Design bin2bcd_iter_flat, sky130hd; sources not shown.
Fig. 1: signal wires on met1
Supply wires on this layer in grey.
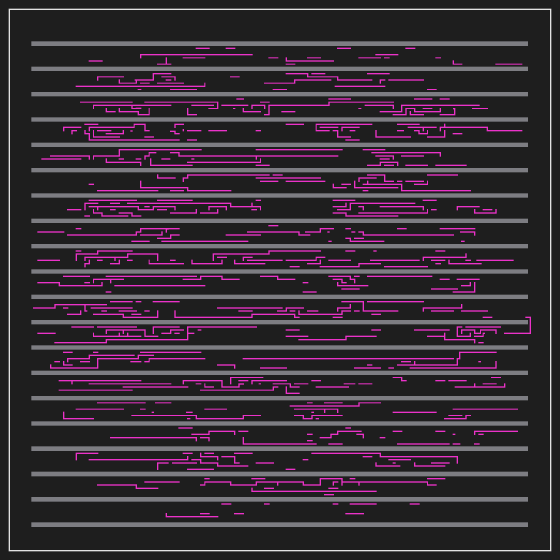
share of all routed wire = 46%
longest straight run = 22.5 um
nets with wire on the layer = 221
drt total wl: 3150 um
via count: 1399
grt met1 use: 26.8%

Fig. 2: clock wiring as the flow saved it
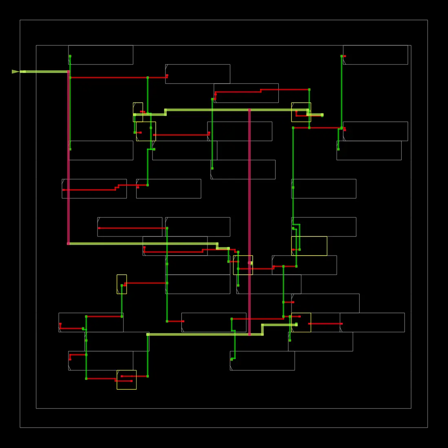
Final Skew: 0.00376 ns
clk ins delay skew pair: 0.33 ns
clock buffers: 8
TritonCTS sink count: 29
total CTS buffers: 5

==> Changelog: implementation <==
### Metrics

* Result of the run: complete, no violations
* Net Sw Power at approximately 1.6 mW
* CP bufs+invs at 1
* Vias/cell at 5.24
* Hold depth at 2
* # IOs at 27
* Internal power at around 1.8 mW
* CTS tree: done
* Combinational group power at approximately 2.0 mW
* Synthesized cell area at 0.00166 mm^2
* Seq/total area at 36.9%
* Arrival @ worst endpoint at around 1.5 ns
* Leak at about 1.0 nW
* Commonest Layout Cell: nand2_1
* Setup bufs post-CTS at 0
* Avg Inst Size Synth at between 8 and 9 um^2
* GRT Residual Overflow at 0
* Final setup fails at 0
* Top cell family by delay on the critical path: buffers and inverters
* P_seq at 1.08 mW
* FF+latch area at between 700 and 800 um^2
* Initial DRC count at between 50 and 60
* Area delta synth->final at 18.5%
* Logic Gate Count at 141
* Synth Area in XOR/XNOR at less than 1%
* Adders+Majority by Area at approximately 6%
* Maximum vdd drop at about 1500 uV
* Root Driver: clkbuf_4
* PortBufs at 26
* Mux area share at 0%
* DIE HEIGHT at 58.0 um
* Share of post-route cells with drive strength above 1 at 9.75%
routing by layer:
layer  global-route usage (%)  share of wire, %  wire [um]  vias up
li1                         -                 -          -      723
met1                     26.8                46       1440      641
met2                     35.6                48       1500       30
met3                     6.70               5.0        157        5
met4                     9.30               1.8         56        0
met5                        0                 0          0        -
Yosys cell counts, drive strengths merged:
cell type	count
o21ai	20
nor3	1
o22ai	6
a21o	1
nor2	5
buf	4
dfrtp	28
dfstp	1
nand4	7
inv	31
xnor2	1
a21oi	5
ha	8
nand2	71
nand3	16
per-stage QoR:
step	std cells	instance area (um^2)
2_1_floorplan	205	1660
3_3_place_gp	259	1930
4_1_cts	267	1990
3_5_place_dp	259	1930
6_report	267	1970
5_1_grt	267	1970
Power figures rest on the tool's default switching activity, not on a simulated workload.
